**src/rtl/shift_exec_stage.sv**
```systemverilog
// Two-stage RV32 execute shift unit (SLL/SRL/SRA) with valid/ready on both sides.
// Right shifts reuse the left barrel shifter by bit-reversing the operand and the result.

module sll_shifter (
  input  logic [31:0] a,
  input  logic [4:0]  sh,
  output logic [31:0] y
);
  logic [31:0] s0, s1, s2, s3;

  assign s0 = sh[0] ? {a[30:0],  1'b0}  : a;
  assign s1 = sh[1] ? {s0[29:0], 2'b0}  : s0;
  assign s2 = sh[2] ? {s1[27:0], 4'b0}  : s1;
  assign s3 = sh[3] ? {s2[23:0], 8'b0}  : s2;
  assign y  = sh[4] ? {s3[15:0], 16'b0} : s3;
endmodule

module shift_exec_stage #(
  parameter int TAG_W   = 4,
  parameter int OUT_REG = 1
) (
  input  logic             clk,
  input  logic             rst,
  input  logic             flush,
  input  logic             in_valid,
  output logic             in_ready,
  input  logic [1:0]       in_op,
  input  logic [31:0]      in_a,
  input  logic [31:0]      in_b,
  input  logic [TAG_W-1:0] in_tag,
  output logic             out_valid,
  input  logic             out_ready,
  output logic [31:0]      out_data,
  output logic [TAG_W-1:0] out_tag,
  output logic             out_err
);
  localparam logic [1:0] OP_SLL = 2'b00;
  localparam logic [1:0] OP_SRL = 2'b01;
  localparam logic [1:0] OP_SRA = 2'b11;

  function automatic logic [31:0] rev32(input logic [31:0] v);
    logic [31:0] r;
    for (int i = 0; i < 32; i++) r[i] = v[31-i];
    return r;
  endfunction

  logic             s1_valid;
  logic [1:0]       s1_op;
  logic [31:0]      s1_a;
  logic [4:0]       s1_sh;
  logic [TAG_W-1:0] s1_tag;
  logic             s1_adv;

  logic [31:0] sll_in, sll_out, srl_res, sra_fill, res_data;
  logic        res_err;
  logic        unused_b_hi;

  assign unused_b_hi = ^in_b[31:5];
  assign in_ready    = ~s1_valid | s1_adv;

  // S1 payload is only loaded on accept, so it also serves as the held output when OUT_REG=0
  always_ff @(posedge clk) begin
    if (rst) begin
      s1_valid <= 1'b0;
      s1_op    <= 2'b00;
      s1_a     <= 32'h0;
      s1_sh    <= 5'h0;
      s1_tag   <= '0;
    end else if (flush) begin
      s1_valid <= 1'b0;
    end else if (in_valid && in_ready) begin
      s1_valid <= 1'b1;
      s1_op    <= in_op;
      s1_a     <= in_a;
      s1_sh    <= in_b[4:0];
      s1_tag   <= in_tag;
    end else if (s1_adv) begin
      s1_valid <= 1'b0;
    end
  end

  assign sll_in = (s1_op == OP_SLL) ? s1_a : rev32(s1_a);

  sll_shifter u_sll (
    .a  (sll_in),
    .sh (s1_sh),
    .y  (sll_out)
  );

  assign srl_res  = rev32(sll_out);
  assign sra_fill = s1_a[31] ? ~(32'hFFFF_FFFF >> s1_sh) : 32'h0;

  always_comb begin
    res_data = 32'h0;
    res_err  = 1'b0;
    case (s1_op)
      OP_SLL:  res_data = sll_out;
      OP_SRL:  res_data = srl_res;
      OP_SRA:  res_data = srl_res | sra_fill;
      default: res_err  = 1'b1;
    endcase
  end

  generate
    if (OUT_REG != 0) begin : g_s2
      logic             s2_valid;
      logic [31:0]      s2_data;
      logic [TAG_W-1:0] s2_tag;
      logic             s2_err;

      assign s1_adv = ~s2_valid | out_ready;

      always_ff @(posedge clk) begin
        if (rst) begin
          s2_valid <= 1'b0;
          s2_data  <= 32'h0;
          s2_tag   <= '0;
          s2_err   <= 1'b0;
        end else if (flush) begin
          s2_valid <= 1'b0;
        end else if (s1_adv) begin
          s2_valid <= s1_valid;
          if (s1_valid) begin
            s2_data <= res_data;
            s2_tag  <= s1_tag;
            s2_err  <= res_err;
          end
        end
      end

      assign out_valid = s2_valid;
      assign out_data  = s2_data;
      assign out_tag   = s2_tag;
      assign out_err   = s2_err;
    end else begin : g_bypass
      assign s1_adv    = out_ready;
      assign out_valid = s1_valid;
      assign out_data  = res_data;
      assign out_tag   = s1_tag;
      assign out_err   = res_err;
    end
  endgenerate
endmodule

```
**config.mk**
```make
export PLATFORM = sky130hd
export DESIGN_NAME = shift_exec_stage
export DESIGN_NICKNAME = d
export VERILOG_FILES = /design/src/rtl/shift_exec_stage.sv
export SDC_FILE = /design/constraint.sdc
export NUM_CORES = 1
export LEC_CHECK = 0
export ABC_AREA = 1
export CAP_MARGIN = 10
export CORE_ASPECT_RATIO = 0.75
export CORE_MARGIN = 2
export CORE_UTILIZATION = 43
export CTS_CLUSTER_SIZE = 28
export DETAILED_ROUTE_END_ITERATION = 7
export DONT_BUFFER_PORTS = 1
export SETUP_SLACK_MARGIN = 0.1
export SYNTH_ARGS = -nofsm -noshare
export SYNTH_HDL_FRONTEND = slang
export SYNTH_SLANG_ARGS = --single-unit
```
**constraint.sdc**
```tcl
create_clock -name clk -period 2.1 [get_ports clk]
set_input_delay 0.21 -clock clk [delete_from_list [all_inputs] [get_ports clk]]
set_output_delay 0.21 -clock clk [all_outputs]
set_load 0.005 [all_outputs]
```
==> run notes <==
Notes on the physical design

The run finished with clean final reports. The total tool warning count is 55. The number of standard cells after synthesis is approximately 950.

In this run, synthesis inferred 0 flip-flops with an integrated enable. The number of clock sinks is 82. Sorting the synthesized cells by area gives the leading types as sky130_fd_sc_hd__dfxtp_1, sky130_fd_sc_hd__nand3_1, sky130_fd_sc_hd__nand2_1. The number of global-route vias before repair was about 6000. Max fanout on the critical path was recorded as 8. The most repeated library cell on the critical path is sky130_fd_sc_hd__nand2_1. The initial antenna violation count is 0. The overall power consumption is between 5 and 6 mW.

The transition time of the tightest slew-check pin is ~0.6 ns. The power report puts the leakage power at 3.16 nW. The maximum number of pins on one net before global-route repair is between 60 and 70. The area of the mapped netlist is approximately 5500 um2.

The clock tree synthesis step divided the H-tree into 3 levels. After layout, the setup clock skew is reported as about 0.0087 ns. Warnings reported by Yosys during synthesis add up to 0. The post-synth area from yosys stat is about 5500 um2.

The worst slack at placement is -0.0397 ns. The endpoint class of the critical path is a flip-flop. The maximum clock frequency is 494 MHz. Of the cells placed in the final design, the portion with a size suffix greater than 1 is 28.9%. The largest vdd supply drop is 403 uV.

The area share of the leading cell type in the synthesized netlist is between 20 and 30%. In the log, the iteration count for the first detailed-route pass is 5. At floorplan, the net count of the design was reported as 1022. Once detail routing completed, the nets flagged for antenna violations numbered 0. As reported, the later end of the worst-skew pair has a clock insertion delay of 0.35 ns.

Yosys reported that registers with async set or reset make up 0%. The most numerous cell in the Yosys netlist is sky130_fd_sc_hd__nand2_1. The clock buffer count from CTS is 9. The synthesis run shows the most used standard cells to be sky130_fd_sc_hd__nand2_1, sky130_fd_sc_hd__nand3_1, sky130_fd_sc_hd__o21ai_0.

The total power per unit cell area is between 700 and 800 nW/um2. Per the log, the first TritonRoute iteration ended with a DRC count of 793. The tree is rooted in a sky130_fd_sc_hd__clkbuf_16. For reference, the post-synthesis area per instance comes to between 5 and 6 um2. After layout, the worst setup slack is approximately 0.076 ns. The total half-perimeter wirelength after legalization and detailed placement is 14.4 mm. The critical path goes through nor2_4 -> buf_12 -> buf_8 -> buf_16 -> nand2_1 -> nand3_2 -> nand3_4 -> nand2_2 -> nand2_2 -> nand2_1 -> nand2_1 -> nand4_1 -> nand3_2 -> nand2_1 -> inv_1.

The number of failing setup endpoints in the final timing report is 0. According to the floorplan log, the row count is 35. The critical path in this run is classified as flip-flop to flip-flop. The floorplan step records an initial core utilization of between 40 and 50%.

Per the detail_route report, the via count comes to 6668. Counting along the longest clock path gives a buffer depth of 2. Setup repair after global routing could not meet its margin everywhere. Per the detail_route report, routed wire per instance is about 19 um.

The final critical path takes up 96.4% of the cycle. The total negative setup slack is 0 ns. In this run the tool buffered the top-level ports with 0 buffer cells.

The worst hold margin is 0.00432 ns. Post-synth the commonest register cell is sky130_fd_sc_hd__dfxtp_1. The first global-routing pass estimated about 32 mm of wire.

The sum of overflow across all layers after global routing is 0. The die footprint is 13700 um2. The critical path data arrival time is 2.28 ns. The flow measured a signed area growth from synthesis to layout of 31.5%. The kind of cell with the highest combined delay along the critical path is simple AND/OR/NAND/NOR gates. The total of max-cap violations is 0. The CTS tree is yes. The via density per instance is ~6.0. The total area inside the core boundary comes to roughly 12000 um2. The total count of max-transition violations in the final report is 0.

After synthesis the netlist holds a flip-flop and latch count of 82. Together, buffers and inverters on the worst path number 4. The number of different library cells used by synthesis comes to 27.

The width of the die is around 130 um. Counting I/O delays and the setup requirement, the final critical path takes just over 2 ns. The maximum cell stage delay along the critical path is about 0.36 ns. The placer's final routability congestion estimate is 1.05.

Sorting the Yosys area breakdown by cell type puts at the top sky130_fd_sc_hd__dfxtp_1.
[sequential cells by signal, summed over array words and instances, names as in the netlist]
name	cells
s1_tag	4
out_err	1
out_tag	4
out_valid	1
s1_op	2
s1_a	32
out_data	32
s1_valid	1
s1_sh	5
[worst paths after layout]
kind	from	to	slack [ns]	cells past startpoint
max reg2reg	s1_op[1]	out_data[23]	0.08	15
min	rst	out_data[23]	0.004	3
max	s1_op[1]	out_data[23]	0.08	15
min reg2reg	s1_a[27]	s1_a[27]	0.47	2
[layout by cell type, fill, tap and decap left out, drive strengths merged]
master / synthesis / routed
nor2: 102 / 102
nand4: 6 / 6
nand3b: 3 / 3
o31ai: 1 / 1
o211ai: 4 / 4
nand2: 239 / 241
dfxtp: 82 / 82
clkinvlp: 0 / 1
clkbuf: 32 / 11
a21oi: 66 / 66
nand3: 198 / 198
nor3: 3 / 3
buf: 34 / 53
inv: 45 / 49
dlygate4sd3: 0 / 1
clkinv: 2 / 3
or2: 2 / 2
o21ai: 126 / 126
a31oi: 2 / 2
[area by class of cell]
type / count / area, um2
multi-input combinational: 754 / 4310
clock buffer: 10 / 239
fill: 1258 / 5150
inverter: 47 / 180
timing repair buffer: 55 / 604
clock inverter: 6 / 55.1
tap: 166 / 208
sequential: 82 / 1650
[cells by family after synthesis]
logic type	share of synthesized area (%)
buffers and inverters	8.67
AND/OR/NAND/NOR	43.2
flip-flops	29.8
AND-OR/OR-AND	18.3
[worst register-to-register path, delay by kind of cell (launching register included)]
| family | cells | cell delay [ns] |
|---|---|---|
| and+or+nand+nor | 11 | 1.13 |
| buffers and inverters | 4 | 0.43 |
| DFF | 1 | 0.36 |
[layer usage]
| layer | vias to the layer above | GRT usage, % | share of wire [%] |
|---|---|---|---|
| li1 | 3189 | - | - |
| met1 | 3120 | 44.4 | 47 |
| met2 | 317 | 43.9 | 42 |
| met3 | 42 | 6.80 | 9.0 |
| met4 | 0 | 8.10 | 1.9 |
| met5 | - | 0 | 0 |
[power breakdown]
| part | switching, mW | internal, mW |
|---|---|---|
| Combinational | 1.21 | 0.637 |
| Sequential | 0.0679 | 1.64 |
| Clock | 0.735 | 0.860 |
| Total | 2.02 | 3.13 |
[stage by stage]
stage,util [%],instances,area (um2)
2_1_floorplan,-,947,5510
3_3_place_gp,47.4,1094,5880
3_5_place_dp,47.4,1094,5880
4_1_cts,51.3,1117,6360
5_1_grt,58.5,1120,7250
6_report,58.5,1120,7250
[repair_timing]
item                       in CTS  in global routing
hold endpoints to repair        1                  0
pin swaps                       3                 50
cloned                          4                  1
hold buffers                    1                  0
setup buffers                   2                  2
gates resized                  31                205
setup endpoints to repair      25                 36
Routing congestion map:
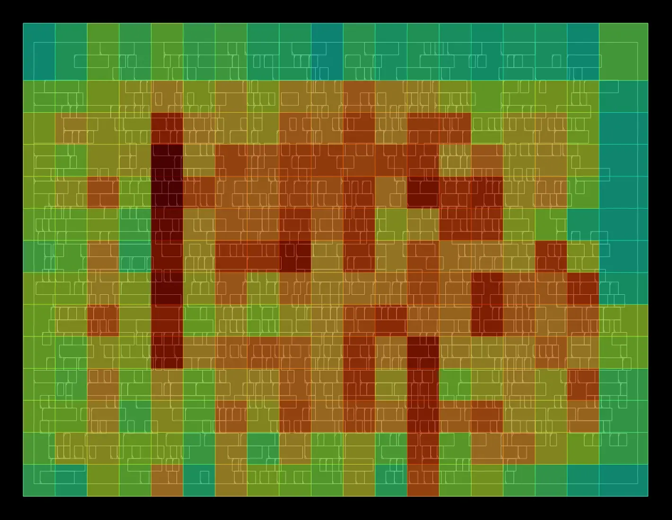
total routing usage reported by global routing: 30.1%
Final Core Density: 58.5%
most crowded layer after global routing: met1

Placement by cell class:
Scale: 4 px per um. Fill, decap, tap and diode cells in grey.
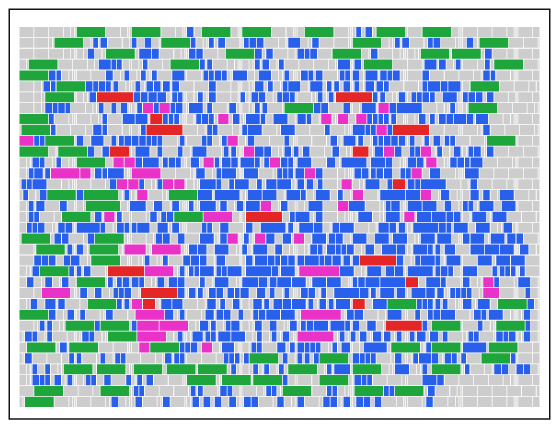
legend:
  clock drivers and dummy loads:
    colour: red
    cells: 16
  sequential cells:
    colour: green
    cells: 82
  remaining buffers and delay cells:
    colour: magenta
    cells: 55
  combinational and other logic:
    colour: blue
    cells: 801

Power figures rest on the tool's default switching activity, not on a simulated workload.
